==> config.mk <==
export PLATFORM = sky130hd
export DESIGN_NAME = uart_rx_cfg_flat
export DESIGN_NICKNAME = d
export VERILOG_FILES = /design/src/rtl/uart_rx_cfg_pkg.sv /design/src/rtl/uart_rx_cfg_if.sv /design/src/rtl/uart_rx_cfg_sampler.sv /design/src/rtl/uart_rx_cfg.sv /design/src/flat_wrapper.sv
export SDC_FILE = /design/constraint.sdc
export NUM_CORES = 1
export LEC_CHECK = 0
export ABC_CLOCK_PERIOD_IN_PS = 2700
export CAP_MARGIN = 25
export CORE_ASPECT_RATIO = 0.6
export CORE_MARGIN = 2
export CORE_UTILIZATION = 56
export DETAILED_ROUTE_END_ITERATION = 6
export PLACE_DENSITY = 0.9
export SETUP_SLACK_MARGIN = 0.05
export SLEW_MARGIN = 40
export SYNTH_ARGS = -nofsm -noshare
export SYNTH_HDL_FRONTEND = slang
export SYNTH_SLANG_ARGS = --single-unit
export TNS_END_PERCENT = 100
==> constraint.sdc <==
create_clock -name clk -period 2.7 [get_ports clk]
set_input_delay 0.27 -clock clk [delete_from_list [all_inputs] [get_ports clk]]
set_output_delay 0.27 -clock clk [all_outputs]
set_load 0.02 [all_outputs]
==> src/rtl/uart_rx_cfg_pkg.sv <==
// Shared types and helpers for the configurable UART receiver: parity modes,
// one-hot FSM states and the data-width clamp applied when a frame starts.
package uart_rx_cfg_pkg;

  localparam int DATA_BITS_MIN = 5;

  typedef enum logic [2:0] {
    PAR_NONE  = 3'd0,
    PAR_ODD   = 3'd1,
    PAR_EVEN  = 3'd2,
    PAR_MARK  = 3'd3,
    PAR_SPACE = 3'd4
  } par_mode_e;

  typedef enum logic [6:0] {
    ST_IDLE     = 7'b0000001,
    ST_START    = 7'b0000010,
    ST_DATA     = 7'b0000100,
    ST_PAR      = 7'b0001000,
    ST_STOP1    = 7'b0010000,
    ST_STOP2    = 7'b0100000,
    ST_BRK_WAIT = 7'b1000000
  } state_e;

  function automatic logic [3:0] clamp_bits(input logic [3:0] req, input int max_bits);
    if (int'(req) < DATA_BITS_MIN) return 4'(DATA_BITS_MIN);
    if (int'(req) > max_bits) return 4'(max_bits);
    return req;
  endfunction

  // Encodings 5..7 are reserved and behave as "no parity".
  function automatic par_mode_e decode_par(input logic [2:0] mode);
    return (mode > 3'd4) ? PAR_NONE : par_mode_e'(mode);
  endfunction

endpackage

==> src/rtl/uart_rx_cfg_if.sv <==
// Receive-word port of the UART: held word, its error flags and the consumer's ready.
// Handshake: a word transfers on any clk where rx_valid & rx_ready; rx_valid and the word stay stable until then.
interface uart_rx_cfg_if #(parameter int DATA_BITS_MAX = 9);
  logic [DATA_BITS_MAX-1:0] rx_data;
  logic                     rx_valid;
  logic                     rx_ready;
  logic                     par_err;
  logic                     frm_err;
  logic                     brk_det;
  logic                     ovr_err;

  modport master (output rx_data, rx_valid, par_err, frm_err, brk_det, ovr_err, input rx_ready);
  modport slave  (input rx_data, rx_valid, par_err, frm_err, brk_det, ovr_err, output rx_ready);
endinterface

==> src/rtl/uart_rx_cfg_sampler.sv <==
// Line front end: synchroniser chain, 3-tap majority vote clocked by bd_tick,
// and a per-clk falling-edge pulse on the synchronised line.
module uart_rx_cfg_sampler #(
  parameter int SYNC_STAGES = 2
) (
  input  logic clk,
  input  logic rst,
  input  logic bd_tick,
  input  logic rx,
  output logic bit_s,
  output logic fall_s
);
  logic [SYNC_STAGES-1:0] sync_q;
  logic                   sync_prev_q;
  logic [2:0]             vote_q;
  logic                   line_s;

  assign line_s = sync_q[SYNC_STAGES-1];

  // Everything presets to 1 so reset looks like an idle line and produces no edge.
  always_ff @(posedge clk or negedge rst) begin
    if (!rst) begin
      sync_q      <= '1;
      sync_prev_q <= 1'b1;
      vote_q      <= 3'b111;
    end else begin
      sync_q      <= {sync_q[SYNC_STAGES-2:0], rx};
      sync_prev_q <= line_s;
      if (bd_tick) vote_q <= {vote_q[1:0], line_s};
    end
  end

  assign bit_s  = (vote_q[0] & vote_q[1]) | (vote_q[0] & vote_q[2]) | (vote_q[1] & vote_q[2]);
  assign fall_s = sync_prev_q & ~line_s;
endmodule

==> src/rtl/uart_rx_cfg.sv <==
// UART receiver with per-frame configuration latched at the start edge, parity and
// break checking, and a single-entry valid/ready output register with overrun flag.
module uart_rx_cfg
  import uart_rx_cfg_pkg::*;
#(
  parameter int DATA_BITS_MAX = 9,
  parameter int OVS           = 16,
  parameter int SYNC_STAGES   = 2
) (
  input  logic                 clk,
  input  logic                 rst,
  input  logic                 bd_tick,
  input  logic                 rx_enable,
  input  logic                 rx,
  input  logic [3:0]           data_bits,
  input  logic                 stop2,
  input  logic [2:0]           par_mode,
  uart_rx_cfg_if.master        rx_if,
  output logic                 is_active,
  output state_e               dbg_state
);
  localparam int TW = $clog2(OVS);

  logic bit_s, fall_s;

  uart_rx_cfg_sampler #(.SYNC_STAGES(SYNC_STAGES)) u_sampler (
    .clk    (clk),
    .rst    (rst),
    .bd_tick(bd_tick),
    .rx     (rx),
    .bit_s  (bit_s),
    .fall_s (fall_s)
  );

  state_e                   state_q, state_d;
  logic [TW-1:0]            tick_q, tick_d;
  logic [3:0]               bit_q, bit_d, nbits_q, nbits_d;
  logic                     stop2_q, stop2_d;
  par_mode_e                par_q, par_d;
  logic [DATA_BITS_MAX-1:0] shreg_q, shreg_d;
  logic                     pacc_q, pacc_d, zero_q, zero_d;
  logic                     perr_q, perr_d, ferr_q, ferr_d;
  logic                     mid, frame_end, in_bit;

  logic [DATA_BITS_MAX-1:0] data_q;
  logic                     valid_q, operr_q, oferr_q, obrk_q, ovr_q;

  assign mid    = bd_tick && (tick_q == TW'(OVS - 1));
  assign in_bit = (state_q == ST_DATA) || (state_q == ST_PAR) ||
                  (state_q == ST_STOP1) || (state_q == ST_STOP2);

  always_comb begin
    state_d   = state_q;
    tick_d    = tick_q;
    bit_d     = bit_q;
    nbits_d   = nbits_q;
    stop2_d   = stop2_q;
    par_d     = par_q;
    shreg_d   = shreg_q;
    pacc_d    = pacc_q;
    zero_d    = zero_q;
    perr_d    = perr_q;
    ferr_d    = ferr_q;
    frame_end = 1'b0;

    if (in_bit && bd_tick) tick_d = mid ? '0 : tick_q + 1'b1;

    if (state_q != ST_IDLE && !rx_enable) begin
      state_d = ST_IDLE;
    end else begin
      case (state_q)
        ST_IDLE: if (rx_enable && fall_s) begin
          state_d = ST_START;
          tick_d  = '0;
          nbits_d = clamp_bits(data_bits, DATA_BITS_MAX);
          stop2_d = stop2;
          par_d   = decode_par(par_mode);
        end
        ST_START: if (bd_tick) begin
          if (tick_q == TW'(OVS/2 - 1)) begin
            tick_d = '0;
            if (bit_s) begin
              state_d = ST_IDLE;
            end else begin
              state_d = ST_DATA;
              bit_d   = '0;
              shreg_d = '0;
              pacc_d  = 1'b0;
              zero_d  = 1'b1;
              perr_d  = 1'b0;
              ferr_d  = 1'b0;
            end
          end else begin
            tick_d = tick_q + 1'b1;
          end
        end
        ST_DATA: if (mid) begin
          for (int i = 0; i < DATA_BITS_MAX; i++)
            if (bit_q == 4'(i)) shreg_d[i] = bit_s;
          pacc_d = pacc_q ^ bit_s;
          zero_d = zero_q & ~bit_s;
          bit_d  = bit_q + 4'd1;
          if (bit_q + 4'd1 == nbits_q) state_d = (par_q == PAR_NONE) ? ST_STOP1 : ST_PAR;
        end
        ST_PAR: if (mid) begin
          zero_d = zero_q & ~bit_s;
          case (par_q)
            PAR_ODD:   perr_d = ~(pacc_q ^ bit_s);
            PAR_EVEN:  perr_d = pacc_q ^ bit_s;
            PAR_MARK:  perr_d = ~bit_s;
            PAR_SPACE: perr_d = bit_s;
            default:   perr_d = 1'b0;
          endcase
          state_d = ST_STOP1;
        end
        ST_STOP1: if (mid) begin
          zero_d = zero_q & ~bit_s;
          ferr_d = ~bit_s;
          if (stop2_q) state_d = ST_STOP2;
          else         frame_end = 1'b1;
        end
        ST_STOP2: if (mid) begin
          ferr_d    = ferr_q | ~bit_s;
          frame_end = 1'b1;
        end
        ST_BRK_WAIT: if (bd_tick && bit_s) state_d = ST_IDLE;
        default: state_d = ST_IDLE;
      endcase
    end

    // Leaving at mid-stop lets the next start edge be seen as soon as it arrives.
    if (frame_end) state_d = zero_d ? ST_BRK_WAIT : ST_IDLE;
  end

  always_ff @(posedge clk or negedge rst) begin
    if (!rst) begin
      state_q <= ST_IDLE;
      tick_q  <= '0;
      bit_q   <= '0;
      nbits_q <= '0;
      stop2_q <= 1'b0;
      par_q   <= PAR_NONE;
      shreg_q <= '0;
      pacc_q  <= 1'b0;
      zero_q  <= 1'b0;
      perr_q  <= 1'b0;
      ferr_q  <= 1'b0;
    end else begin
      state_q <= state_d;
      tick_q  <= tick_d;
      bit_q   <= bit_d;
      nbits_q <= nbits_d;
      stop2_q <= stop2_d;
      par_q   <= par_d;
      shreg_q <= shreg_d;
      pacc_q  <= pacc_d;
      zero_q  <= zero_d;
      perr_q  <= perr_d;
      ferr_q  <= ferr_d;
    end
  end

  // A frame ending while the previous word is still held is dropped and only flagged.
  always_ff @(posedge clk or negedge rst) begin
    if (!rst) begin
      data_q  <= '0;
      valid_q <= 1'b0;
      operr_q <= 1'b0;
      oferr_q <= 1'b0;
      obrk_q  <= 1'b0;
      ovr_q   <= 1'b0;
    end else if (frame_end) begin
      if (!valid_q || rx_if.rx_ready) begin
        data_q  <= zero_d ? '0 : shreg_q;
        valid_q <= 1'b1;
        operr_q <= perr_q;
        oferr_q <= ferr_d | zero_d;
        obrk_q  <= zero_d;
        ovr_q   <= 1'b0;
      end else begin
        ovr_q <= 1'b1;
      end
    end else if (valid_q && rx_if.rx_ready) begin
      valid_q <= 1'b0;
      operr_q <= 1'b0;
      oferr_q <= 1'b0;
      obrk_q  <= 1'b0;
      ovr_q   <= 1'b0;
    end
  end

  assign rx_if.rx_data  = data_q;
  assign rx_if.rx_valid = valid_q;
  assign rx_if.par_err  = operr_q;
  assign rx_if.frm_err  = oferr_q;
  assign rx_if.brk_det  = obrk_q;
  assign rx_if.ovr_err  = ovr_q;
  assign is_active      = in_bit || (state_q == ST_START);
  assign dbg_state      = state_q;
endmodule

==> src/flat_wrapper.sv <==
// flat-port wrapper written by rule: the top's interface ports become plain ports
module uart_rx_cfg_flat import uart_rx_cfg_pkg::*;
#(
  parameter int DATA_BITS_MAX = 9,
  parameter int OVS           = 16,
  parameter int SYNC_STAGES   = 2
)
  (clk, rst, bd_tick, rx_enable, rx, data_bits, stop2, par_mode, is_active, dbg_state, rx_if_rx_data, rx_if_rx_valid, rx_if_par_err, rx_if_frm_err, rx_if_brk_det, rx_if_ovr_err, rx_if_rx_ready);
  uart_rx_cfg_if #(.DATA_BITS_MAX(DATA_BITS_MAX)) rx_if_i ();
  input  logic clk;
  input  logic rst;
  input  logic bd_tick;
  input  logic rx_enable;
  input  logic rx;
  input  logic [3:0] data_bits;
  input  logic stop2;
  input  logic [2:0] par_mode;
  output logic is_active;
  output state_e dbg_state;
  output wire logic [$bits(rx_if_i.rx_data)-1:0] rx_if_rx_data;
  output wire logic [$bits(rx_if_i.rx_valid)-1:0] rx_if_rx_valid;
  output wire logic [$bits(rx_if_i.par_err)-1:0] rx_if_par_err;
  output wire logic [$bits(rx_if_i.frm_err)-1:0] rx_if_frm_err;
  output wire logic [$bits(rx_if_i.brk_det)-1:0] rx_if_brk_det;
  output wire logic [$bits(rx_if_i.ovr_err)-1:0] rx_if_ovr_err;
  input wire logic [$bits(rx_if_i.rx_ready)-1:0] rx_if_rx_ready;
  assign rx_if_rx_data = rx_if_i.rx_data;
  assign rx_if_rx_valid = rx_if_i.rx_valid;
  assign rx_if_par_err = rx_if_i.par_err;
  assign rx_if_frm_err = rx_if_i.frm_err;
  assign rx_if_brk_det = rx_if_i.brk_det;
  assign rx_if_ovr_err = rx_if_i.ovr_err;
  assign rx_if_i.rx_ready = rx_if_rx_ready;
  uart_rx_cfg #(.DATA_BITS_MAX(DATA_BITS_MAX), .OVS(OVS), .SYNC_STAGES(SYNC_STAGES)) u_core (.clk(clk), .rst(rst), .bd_tick(bd_tick), .rx_enable(rx_enable), .rx(rx), .data_bits(data_bits), .stop2(stop2), .par_mode(par_mode), .rx_if(rx_if_i), .is_active(is_active), .dbg_state(dbg_state));
endmodule
### Metal 1

Supply wires on this layer in gray.
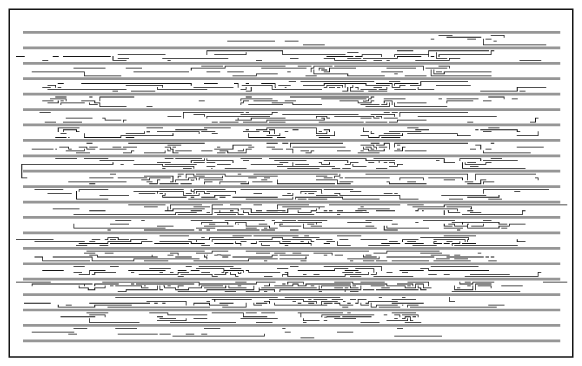
main direction: horizontal
share of all routed wire: 48%
GRT met1 Usage: 0.383
total wire length: 7.37 mm
via count: 2596

### The metal 2 layer

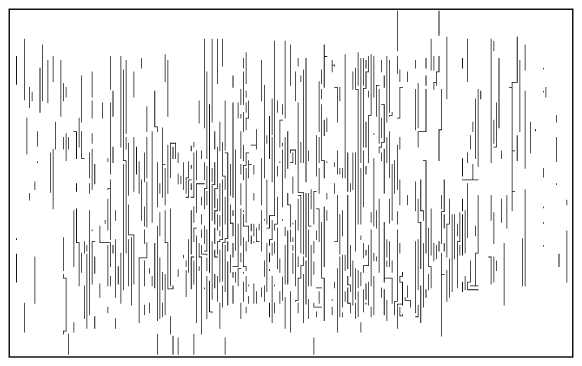
nets with wire on the layer: 309
longest straight run: 30.8 microns
main direction: vertical
M2 GR Usage: 0.379

### Signal wires on met3

Bar = 20 microns.
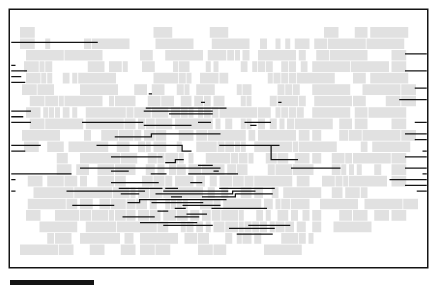
longest straight run: 33.1 microns
main direction: horizontal
nets with wire on the layer: 63
share of all routed wire: 8.5%

### Clock routing

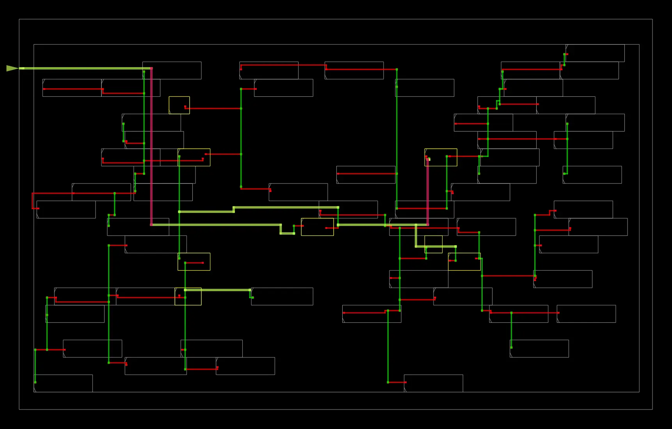
Flop Count: 56
CLK BUF: 5

==> flow_summary.toml <==
# implementation run metrics
[grt]
grt_pass1_wl_mm = 12.0
grt_pass1_vias = 2429
grt_overflow_total = 0

[worst_setup_path]
r2r-end = "u_core.shreg_q[2]$_DFFE_PN0P_"
crit_chain = "or4_4, nor3_1, o21bai_2, or2_2, dlygate4sd2_1"
rr_startpoint = "u_core.dbg_state[1]$_DFFE_PN0P_"
rrSetupSlack_ps = 130
worstSetupStartpointType = "register"
cp.arrival_ps = 2300

[final_layout]
comb_share = 0.427
num_antenna_cells = 0
clkCellAreaFrac = 0.0264
seq_area_frac = 0.387
comb_cells = 238
n_all_inverters = 7
regArea_sq_um = 1410

[synthesis]
syn_nets = 333
async_flop_share = 1.00
ys_cells = 314
ys.flops = 56
ys.flop_type = "dfrtp_1"
yosysTopAreaCellShare = 0.403
yosys.area_share.adder = 0.0239
yosys-top-cells-count = "dfrtp_1, nand2_1, o21ai_0, nor2_1, a21oi_1"

[final_timing]
fmax_ghz = 0.389

[run]
maxCapViolations = 0

[power]
clock_power_uw = 493
seq-power_mw = 1.03
seqPwrFrac = 0.465
cellPowerDensity_nw_per_um2 = 606
peakVddDrop_mv = 0.421
pwr-share-comb = 0.312

[clock_network]
clock-sinks = 56
clockBufferDepth = 2

[status]
outcome = "finished, final reports clean"

[placement]
dp.cells = 416
numPortBuffers = 35

[detailed_routing]
drt_pre_antenna_iters = 5
drc = 0

[floorplanning]
boundaryPins = 36
==> metal layers <==
| layer | global-route usage | part of all wire | up-vias |
|---|---|---|---|
| met5 | 0 | 0 | - |
| met4 | 0.0665 | 0.013 | 0 |
| met3 | 0.0602 | 0.084 | 12 |
| met2 | 0.379 | 0.43 | 124 |
| met1 | 0.383 | 0.48 | 1230 |
| li1 | - | - | 1230 |
==> stage by stage <==
step	instance area (sq um)	power, mW
2_1_floorplan	3040	1.45
6_report	3640	2.21
3_5_place_dp	3510	1.68
5_1_grt	3640	2.32
3_3_place_gp	3510	1.65
4_1_cts	3620	2.18
==> repair_timing <==
item,4_1_cts,5_1_grt
gates resized,3,4
endpoints found under the hold margin,10,0
buffers inserted,0,0
hold buffers,1,0
setup endpoints to repair,5,15
Power and IR drop assume default switching activity.
